**src/rtl/axi_lite_pkg.sv**
```systemverilog
// rtl/axi_lite_pkg.sv - shared AXI4-Lite response codes and channel state types
package axi_lite_pkg;

  localparam logic [1:0] RESP_OKAY   = 2'b00;
  localparam logic [1:0] RESP_EXOKAY = 2'b01;
  localparam logic [1:0] RESP_SLVERR = 2'b10;
  localparam logic [1:0] RESP_DECERR = 2'b11;

  typedef enum logic {
    WR_IDLE = 1'b0,
    WR_RESP = 1'b1
  } wr_state_t;

  typedef enum logic {
    RD_IDLE = 1'b0,
    RD_DATA = 1'b1
  } rd_state_t;

endpackage

```
**src/rtl/axi_lite_slave_regs_if.sv**
```systemverilog
// rtl/axi_lite_slave_regs_if.sv - AXI4-Lite AW/W/B/AR/R channel bundle
interface axi_lite_slave_regs_if #(
  parameter int ADDR_WIDTH = 32,
  parameter int DATA_WIDTH = 32
);

  logic                    AWVALID;
  logic                    AWREADY;
  logic [ADDR_WIDTH-1:0]   AWADDR;
  logic [2:0]              AWPROT;
  logic                    WVALID;
  logic                    WREADY;
  logic [DATA_WIDTH-1:0]   WDATA;
  logic [DATA_WIDTH/8-1:0] WSTRB;
  logic                    BVALID;
  logic                    BREADY;
  logic [1:0]              BRESP;
  logic                    ARVALID;
  logic                    ARREADY;
  logic [ADDR_WIDTH-1:0]   ARADDR;
  logic [2:0]              ARPROT;
  logic                    RVALID;
  logic                    RREADY;
  logic [DATA_WIDTH-1:0]   RDATA;
  logic [1:0]              RRESP;

  modport master (
    output AWVALID, AWADDR, AWPROT, WVALID, WDATA, WSTRB, BREADY,
    output ARVALID, ARADDR, ARPROT, RREADY,
    input  AWREADY, WREADY, BVALID, BRESP, ARREADY, RVALID, RDATA, RRESP
  );

  modport slave (
    input  AWVALID, AWADDR, AWPROT, WVALID, WDATA, WSTRB, BREADY,
    input  ARVALID, ARADDR, ARPROT, RREADY,
    output AWREADY, WREADY, BVALID, BRESP, ARREADY, RVALID, RDATA, RRESP
  );

endinterface

```
**src/rtl/axi_lite_addr_decode.sv**
```systemverilog
// rtl/axi_lite_addr_decode.sv - byte address to register index and range check
module axi_lite_addr_decode
  import axi_lite_pkg::*;
#(
  parameter int                    ADDR_WIDTH = 32,
  parameter int                    NUM_REGS   = 16,
  parameter logic [ADDR_WIDTH-1:0] BASE_ADDR  = '0,
  localparam int                   IDX_W      = $clog2(NUM_REGS)
) (
  input  logic [ADDR_WIDTH-1:0] addr,
  output logic [IDX_W-1:0]      index,
  output logic                  in_range
);

  logic [ADDR_WIDTH-1:0] offset;

  // The subtraction wraps for addresses below the base, so that case is checked separately.
  assign offset   = addr - BASE_ADDR;
  assign index    = offset[IDX_W+1:2];
  assign in_range = (addr >= BASE_ADDR) && (offset < ADDR_WIDTH'(NUM_REGS * 4));

endmodule

```
**src/rtl/axi_lite_slave_regs.sv**
```systemverilog
// rtl/axi_lite_slave_regs.sv - AXI4-Lite slave register bank with byte strobes
module axi_lite_slave_regs
  import axi_lite_pkg::*;
#(
  parameter int                    ADDR_WIDTH = 32,
  parameter int                    DATA_WIDTH = 32,
  parameter int                    NUM_REGS   = 16,
  parameter logic [ADDR_WIDTH-1:0] BASE_ADDR  = '0
) (
  input  logic                           ACLK,
  input  logic                           ARESETn,
  axi_lite_slave_regs_if.slave           bus,
  output logic [NUM_REGS*DATA_WIDTH-1:0] regs_out
);

  localparam int IDX_W  = $clog2(NUM_REGS);
  localparam int STRB_W = DATA_WIDTH / 8;

  wr_state_t             wr_state;
  rd_state_t             rd_state;
  logic                  ready_en;
  logic                  aw_captured;
  logic                  w_captured;
  logic [ADDR_WIDTH-1:0] aw_addr_q;
  logic [DATA_WIDTH-1:0] w_data_q;
  logic [STRB_W-1:0]     w_strb_q;
  logic [DATA_WIDTH-1:0] regs [NUM_REGS];

  logic                  aw_hs;
  logic                  w_hs;
  logic                  ar_hs;
  logic                  do_write;
  logic [ADDR_WIDTH-1:0] wr_addr;
  logic [DATA_WIDTH-1:0] wr_data;
  logic [STRB_W-1:0]     wr_strb;
  logic [IDX_W-1:0]      wr_index;
  logic [IDX_W-1:0]      rd_index;
  logic                  wr_in_range;
  logic                  rd_in_range;
  logic                  unused_prot;

  assign unused_prot = ^{bus.AWPROT, bus.ARPROT};

  // Readies stay low through reset and for the edge that releases it.
  assign bus.AWREADY = ready_en && (wr_state == WR_IDLE) && !aw_captured;
  assign bus.WREADY  = ready_en && (wr_state == WR_IDLE) && !w_captured;
  assign bus.ARREADY = ready_en && (rd_state == RD_IDLE);

  assign aw_hs = bus.AWVALID && bus.AWREADY;
  assign w_hs  = bus.WVALID && bus.WREADY;
  assign ar_hs = bus.ARVALID && bus.ARREADY;

  assign wr_addr  = aw_captured ? aw_addr_q : bus.AWADDR;
  assign wr_data  = w_captured ? w_data_q : bus.WDATA;
  assign wr_strb  = w_captured ? w_strb_q : bus.WSTRB;
  assign do_write = (aw_captured || aw_hs) && (w_captured || w_hs);

  axi_lite_addr_decode #(
    .ADDR_WIDTH (ADDR_WIDTH),
    .NUM_REGS   (NUM_REGS),
    .BASE_ADDR  (BASE_ADDR)
  ) u_wr_decode (
    .addr     (wr_addr),
    .index    (wr_index),
    .in_range (wr_in_range)
  );

  axi_lite_addr_decode #(
    .ADDR_WIDTH (ADDR_WIDTH),
    .NUM_REGS   (NUM_REGS),
    .BASE_ADDR  (BASE_ADDR)
  ) u_rd_decode (
    .addr     (bus.ARADDR),
    .index    (rd_index),
    .in_range (rd_in_range)
  );

  always_ff @(posedge ACLK or negedge ARESETn) begin
    if (!ARESETn) begin
      ready_en <= 1'b0;
    end else begin
      ready_en <= 1'b1;
    end
  end

  always_ff @(posedge ACLK or negedge ARESETn) begin
    if (!ARESETn) begin
      wr_state    <= WR_IDLE;
      aw_captured <= 1'b0;
      w_captured  <= 1'b0;
      aw_addr_q   <= '0;
      w_data_q    <= '0;
      w_strb_q    <= '0;
      bus.BVALID  <= 1'b0;
      bus.BRESP   <= RESP_OKAY;
    end else begin
      case (wr_state)
        WR_IDLE: begin
          if (aw_hs) begin
            aw_captured <= 1'b1;
            aw_addr_q   <= bus.AWADDR;
          end
          if (w_hs) begin
            w_captured <= 1'b1;
            w_data_q   <= bus.WDATA;
            w_strb_q   <= bus.WSTRB;
          end
          // Completion wins over a same-cycle capture so both flags end up clear.
          if (do_write) begin
            aw_captured <= 1'b0;
            w_captured  <= 1'b0;
            bus.BVALID  <= 1'b1;
            bus.BRESP   <= wr_in_range ? RESP_OKAY : RESP_SLVERR;
            wr_state    <= WR_RESP;
          end
        end
        WR_RESP: begin
          if (bus.BREADY) begin
            bus.BVALID <= 1'b0;
            wr_state   <= WR_IDLE;
          end
        end
      endcase
    end
  end

  always_ff @(posedge ACLK or negedge ARESETn) begin
    if (!ARESETn) begin
      for (int i = 0; i < NUM_REGS; i++) begin
        regs[i] <= '0;
      end
    end else if (do_write && wr_in_range) begin
      for (int k = 0; k < STRB_W; k++) begin
        if (wr_strb[k]) begin
          regs[wr_index][k*8 +: 8] <= wr_data[k*8 +: 8];
        end
      end
    end
  end

  // RDATA samples the register array before any same-edge write lands.
  always_ff @(posedge ACLK or negedge ARESETn) begin
    if (!ARESETn) begin
      rd_state   <= RD_IDLE;
      bus.RVALID <= 1'b0;
      bus.RDATA  <= '0;
      bus.RRESP  <= RESP_OKAY;
    end else begin
      case (rd_state)
        RD_IDLE: begin
          if (ar_hs) begin
            bus.RVALID <= 1'b1;
            bus.RDATA  <= rd_in_range ? regs[rd_index] : '0;
            bus.RRESP  <= rd_in_range ? RESP_OKAY : RESP_SLVERR;
            rd_state   <= RD_DATA;
          end
        end
        RD_DATA: begin
          if (bus.RREADY) begin
            bus.RVALID <= 1'b0;
            rd_state   <= RD_IDLE;
          end
        end
      endcase
    end
  end

  for (genvar i = 0; i < NUM_REGS; i++) begin : g_regs_out
    assign regs_out[i*DATA_WIDTH +: DATA_WIDTH] = regs[i];
  end

endmodule

```
**src/flat_wrapper.sv**
```systemverilog
// flat-port wrapper written by rule: the top's interface ports become plain ports
module axi_lite_slave_regs_flat import axi_lite_pkg::*;
#(
  parameter int                    ADDR_WIDTH = 32,
  parameter int                    DATA_WIDTH = 32,
  parameter int                    NUM_REGS   = 16,
  parameter logic [ADDR_WIDTH-1:0] BASE_ADDR  = '0
)
  (ACLK, ARESETn, regs_out, bus_AWVALID, bus_AWADDR, bus_AWPROT, bus_WVALID, bus_WDATA, bus_WSTRB, bus_BREADY, bus_ARVALID, bus_ARADDR, bus_ARPROT, bus_RREADY, bus_AWREADY, bus_WREADY, bus_BVALID, bus_BRESP, bus_ARREADY, bus_RVALID, bus_RDATA, bus_RRESP);
  axi_lite_slave_regs_if #(.ADDR_WIDTH(ADDR_WIDTH), .DATA_WIDTH(DATA_WIDTH)) bus_i ();
  input  logic ACLK;
  input  logic ARESETn;
  output logic [NUM_REGS*DATA_WIDTH-1:0] regs_out;
  input wire logic [$bits(bus_i.AWVALID)-1:0] bus_AWVALID;
  input wire logic [$bits(bus_i.AWADDR)-1:0] bus_AWADDR;
  input wire logic [$bits(bus_i.AWPROT)-1:0] bus_AWPROT;
  input wire logic [$bits(bus_i.WVALID)-1:0] bus_WVALID;
  input wire logic [$bits(bus_i.WDATA)-1:0] bus_WDATA;
  input wire logic [$bits(bus_i.WSTRB)-1:0] bus_WSTRB;
  input wire logic [$bits(bus_i.BREADY)-1:0] bus_BREADY;
  input wire logic [$bits(bus_i.ARVALID)-1:0] bus_ARVALID;
  input wire logic [$bits(bus_i.ARADDR)-1:0] bus_ARADDR;
  input wire logic [$bits(bus_i.ARPROT)-1:0] bus_ARPROT;
  input wire logic [$bits(bus_i.RREADY)-1:0] bus_RREADY;
  output wire logic [$bits(bus_i.AWREADY)-1:0] bus_AWREADY;
  output wire logic [$bits(bus_i.WREADY)-1:0] bus_WREADY;
  output wire logic [$bits(bus_i.BVALID)-1:0] bus_BVALID;
  output wire logic [$bits(bus_i.BRESP)-1:0] bus_BRESP;
  output wire logic [$bits(bus_i.ARREADY)-1:0] bus_ARREADY;
  output wire logic [$bits(bus_i.RVALID)-1:0] bus_RVALID;
  output wire logic [$bits(bus_i.RDATA)-1:0] bus_RDATA;
  output wire logic [$bits(bus_i.RRESP)-1:0] bus_RRESP;
  assign bus_i.AWVALID = bus_AWVALID;
  assign bus_i.AWADDR = bus_AWADDR;
  assign bus_i.AWPROT = bus_AWPROT;
  assign bus_i.WVALID = bus_WVALID;
  assign bus_i.WDATA = bus_WDATA;
  assign bus_i.WSTRB = bus_WSTRB;
  assign bus_i.BREADY = bus_BREADY;
  assign bus_i.ARVALID = bus_ARVALID;
  assign bus_i.ARADDR = bus_ARADDR;
  assign bus_i.ARPROT = bus_ARPROT;
  assign bus_i.RREADY = bus_RREADY;
  assign bus_AWREADY = bus_i.AWREADY;
  assign bus_WREADY = bus_i.WREADY;
  assign bus_BVALID = bus_i.BVALID;
  assign bus_BRESP = bus_i.BRESP;
  assign bus_ARREADY = bus_i.ARREADY;
  assign bus_RVALID = bus_i.RVALID;
  assign bus_RDATA = bus_i.RDATA;
  assign bus_RRESP = bus_i.RRESP;
  axi_lite_slave_regs #(.ADDR_WIDTH(ADDR_WIDTH), .DATA_WIDTH(DATA_WIDTH), .NUM_REGS(NUM_REGS), .BASE_ADDR(BASE_ADDR)) u_core (.ACLK(ACLK), .ARESETn(ARESETn), .bus(bus_i), .regs_out(regs_out));
endmodule
```
**config.mk**
```make
export PLATFORM = sky130hd
export DESIGN_NAME = axi_lite_slave_regs_flat
export DESIGN_NICKNAME = d
export VERILOG_FILES = /design/src/rtl/axi_lite_pkg.sv /design/src/rtl/axi_lite_slave_regs_if.sv /design/src/rtl/axi_lite_addr_decode.sv /design/src/rtl/axi_lite_slave_regs.sv /design/src/flat_wrapper.sv
export SDC_FILE = /design/constraint.sdc
export NUM_CORES = 1
export LEC_CHECK = 0
export CAP_MARGIN = 5
export CORE_MARGIN = 10
export CORE_UTILIZATION = 42
export DETAILED_ROUTE_END_ITERATION = 12
export DONT_BUFFER_PORTS = 1
export SLEW_MARGIN = 20
export SYNTH_ARGS = -nofsm -noshare
export SYNTH_HDL_FRONTEND = slang
export SYNTH_SLANG_ARGS = --single-unit
```
**constraint.sdc**
```tcl
create_clock -name ACLK -period 3.3 [get_ports ACLK]
set_clock_uncertainty 0.1 [all_clocks]
set_input_delay 0.66 -clock ACLK [delete_from_list [all_inputs] [get_ports ACLK]]
set_output_delay 0.66 -clock ACLK [all_outputs]
set_load 0.02 [all_outputs]
```
==> run_results.csv <==
group,metric,value,unit
placement,dp.cells,2686,
timing,finalSetupTns,0,ns
detailed_routing,met3_length,9720,um
hold_path,hp-class,"in2async",
logic_synthesis,top_area_share,50.6,%
finish,mostFrequentLayoutCells,"618 x dfrtp_1, 392 x mux2_4, 197 x mux2_2, 160 x mux4_2, 73 x clkbuf_16",
finish,drive_above_1_share,55.7,%
critical_path,crit_slowest_cell,"or4b_1",
floorplanning,row_count,98,
placement,place_area,32600,um^2
critical_path,reg2reg_setup_slack,0.31,ns
grt,grt_pass1_wl,145000,um
power_and_ir_drop,power.leakage,15.1,nW
finish,antennaDiodeCount,0,
logic_synthesis,synth-main-ff-cell,"dfrtp_1",
timing,worst_slack,0.309,ns
cts,cts_resized,0,
cts,htree_levels,3,
power_and_ir_drop,p_total,19.4,mW
critical_path,endpoint_kind,"flop",
cts,clock_latency,0.61,ns
timing,timing.hold.ws,-0.357,ns
critical_path,cp_data_arrival_time,3.36,ns
critical_path,path_class,"reg2reg",
timing,layout_min_cycle_time,2.99,ns
logic_synthesis,synth-seq-cells,619,
placement,preCtsSetupSlack,0.195,ns
logic_synthesis,ys_cells,1767,
detailed_routing,wl_met1,38200,um
detailed_routing,first_pass_iters,5,
floorplanning,chip_area,84100,um^2
timing,finalHoldViolCount,337,
logic_synthesis,ys_top_cells_by_area,"dfrtp_1 51%, mux2_4 19%, mux4_2 12%",
cts,cts_sinks,619,
grt,antenna_found_initial,4,
logic_synthesis,synth_top_cell_by_area,"dfrtp_1",
finish,comb_area,14500,um^2
cts,clockRootBuffer,"clkbuf_16",
run_status,status,"finished, violations left",
floorplanning,die_y,290,um
logic_synthesis,syn_inst,1767,
detailed_routing,antenna_left,0,
logic_synthesis,synth_cell_types,44,
logic_synthesis,yosys-stat-area,30600,um^2
detailed_routing,routed_via_density,6.08,
critical_path,crit_path_end,"u_core.regs_out[53]$_DFFE_PN0P_",
floorplanning,io_pins,666,
finish,design_area,35000,um^2
grt,grt_start_max_net_pins,620,
floorplanning,core_area,71900,um^2
run_status,violations,"hold timing, slew limit",
finish,final_util,48.7,%
critical_path,cp_max_fo,65,
detailed_routing,wire_per_inst,35.7,um
placement,hpwlAfterDp,68300,um
logic_synthesis,netlist_area,30600,um^2
finish,largest_reg_flops,512,
logic_synthesis,yosys_warnings,0,
run,max_cap_violations,0,
detailed_routing,highest_layer,"met5",
cts,clockBufferDepth,3,
timing,grt_setup_unrepaired,"false",
detailed_routing,drt_iter0_markers,1224,
grt,grt_most_used_layer,"met2",
logic_synthesis,async_flop_share,100,%
finish,filler_cell_count,6092,
timing,drv_slew,320,
placement,portBuffers,0,
finish,lay_top_count,"dfrtp_1",
critical_path,reg2regPathDepth,7,
floorplanning,fp.dieW,290,um
timing,fmax,334,MHz
timing,relSlewSlack,-62.9,%
finish,fin_nets,1923,
finish,seq_area,15500,um^2
critical_path,crit_start,"u_core.aw_captured$_DFFE_PN0P_",
grt,grt_pass1_vias,18325,
grt,gr-total-overflow,0,
run,tool_warnings,44,
critical_path,timing.rr.start,"u_core.aw_captured$_DFFE_PN0P_",
critical_path,worst_path_largest_cell_delay,0.49,ns
timing,tightest_slew,2.44,ns
cts,numCtsBuffers,71,
detailed_routing,wl_met2,49400,um
power_and_ir_drop,peakVddDrop,0.381,mV
cts,clk_pin_slew,0.06,ns
critical_path,path_delay_family,"simple AND/OR/NAND/NOR gates",
critical_path,crit_cells,7,
timing,finalClockPeriodUsage,90.6,%
timing,finalSetupViolCount,0,
critical_path,worstReg2RegEnd,"u_core.regs_out[53]$_DFFE_PN0P_",
floorplanning,fp-utilization,42.6,%
finish,synthToLayoutAreaGrowth,14.4,%
finish,instances_no_fill,2815,
critical_path,critPathBufInv,2,
detailed_routing,drc,0,
cts,cts_setup_buffers,0,
-- final cells by class --
type / instances / area share, %
Multi-Input combinational cell: 996 / 41.4
Sequential cell: 619 / 44.2
Timing Repair Buffer: 83 / 3.68
Inverter: 39 / 0.418
Tap cell: 950 / 3.39
Clock inverter: 25 / 0.958
Clock buffer: 103 / 5.94
-- synth_stat cells (2+ instances only) --
| master | count |
|---|---|
| a211oi_4 | 60 |
| a211oi_2 | 4 |
| buf_2 | 9 |
| o21ai_0 | 35 |
| nor4_1 | 12 |
| nand2_1 | 43 |
| or4_1 | 3 |
| dfrtp_1 | 619 |
| buf_6 | 10 |
| clkbuf_1 | 67 |
| nand2b_1 | 3 |
| nor3_1 | 7 |
| nand4_1 | 3 |
| nand3_1 | 2 |
| nor2_1 | 12 |
| o21ai_2 | 2 |
| mux2_2 | 197 |
| buf_4 | 11 |
| o2111ai_2 | 2 |
| inv_1 | 39 |
| o2111ai_4 | 13 |
| and3_1 | 2 |
| conb_1 | 2 |
| mux2i_2 | 4 |
| mux2_1 | 19 |
| mux4_2 | 160 |
| a21oi_1 | 2 |
| buf_1 | 16 |
| o32ai_4 | 3 |
| mux2_4 | 392 |
-- kinds of logic after synthesis --
logic type / after synthesis / synth area share, %
buffers and inverters: 153 / 2.30
AND-OR/OR-AND: 129 / 6.49
other: 2 / 0.0245
multiplexers: 772 / 39.1
flip-flops: 619 / 50.6
AND/OR/NAND/NOR: 92 / 1.48
-- report_power, final --
group / switching, mW / internal (mW) / leakage (nW)
logic: 1.92 / 1.03 / 5.44
registers: 0.295 / 8.04 / 8.49
clock network: 3.30 / 4.82 / 1.18
total: 5.52 / 13.9 / 15.1
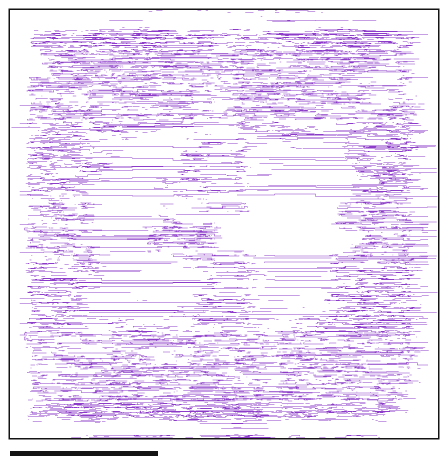
**Above:** the metal 1 layer.
The bar under the picture is 100 um long.
share of all routed wire: 38%
wire length on this layer: 38.2 mm
Global Route met1 Usage: 27.6%
DR vias: 17,109
total wire length: 100,000 um

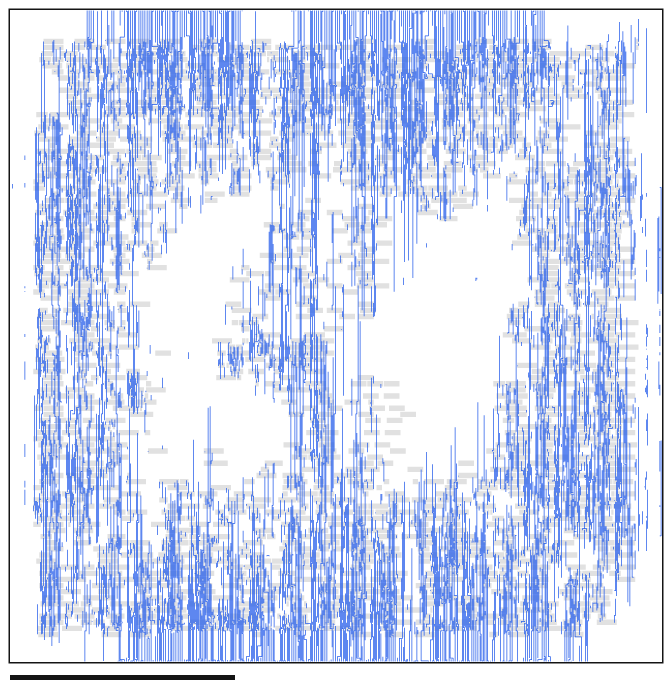
**Above:** M2 wires.
The bar under the picture is 100 um long.
longest straight run: 110 um
nets with wire on the layer: 1,791
main direction: vertical
share of all routed wire: 49%
met2 Use GR: 38.1%

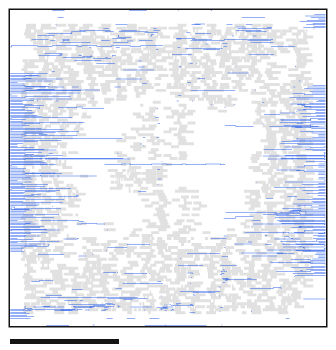
**Above:** metal 3.
The bar under the picture is 100 um long.
main direction: horizontal
longest straight run: 103 um
met3 usage: 9.00%

No activity file was given, so power comes from the tool's default toggle rates.
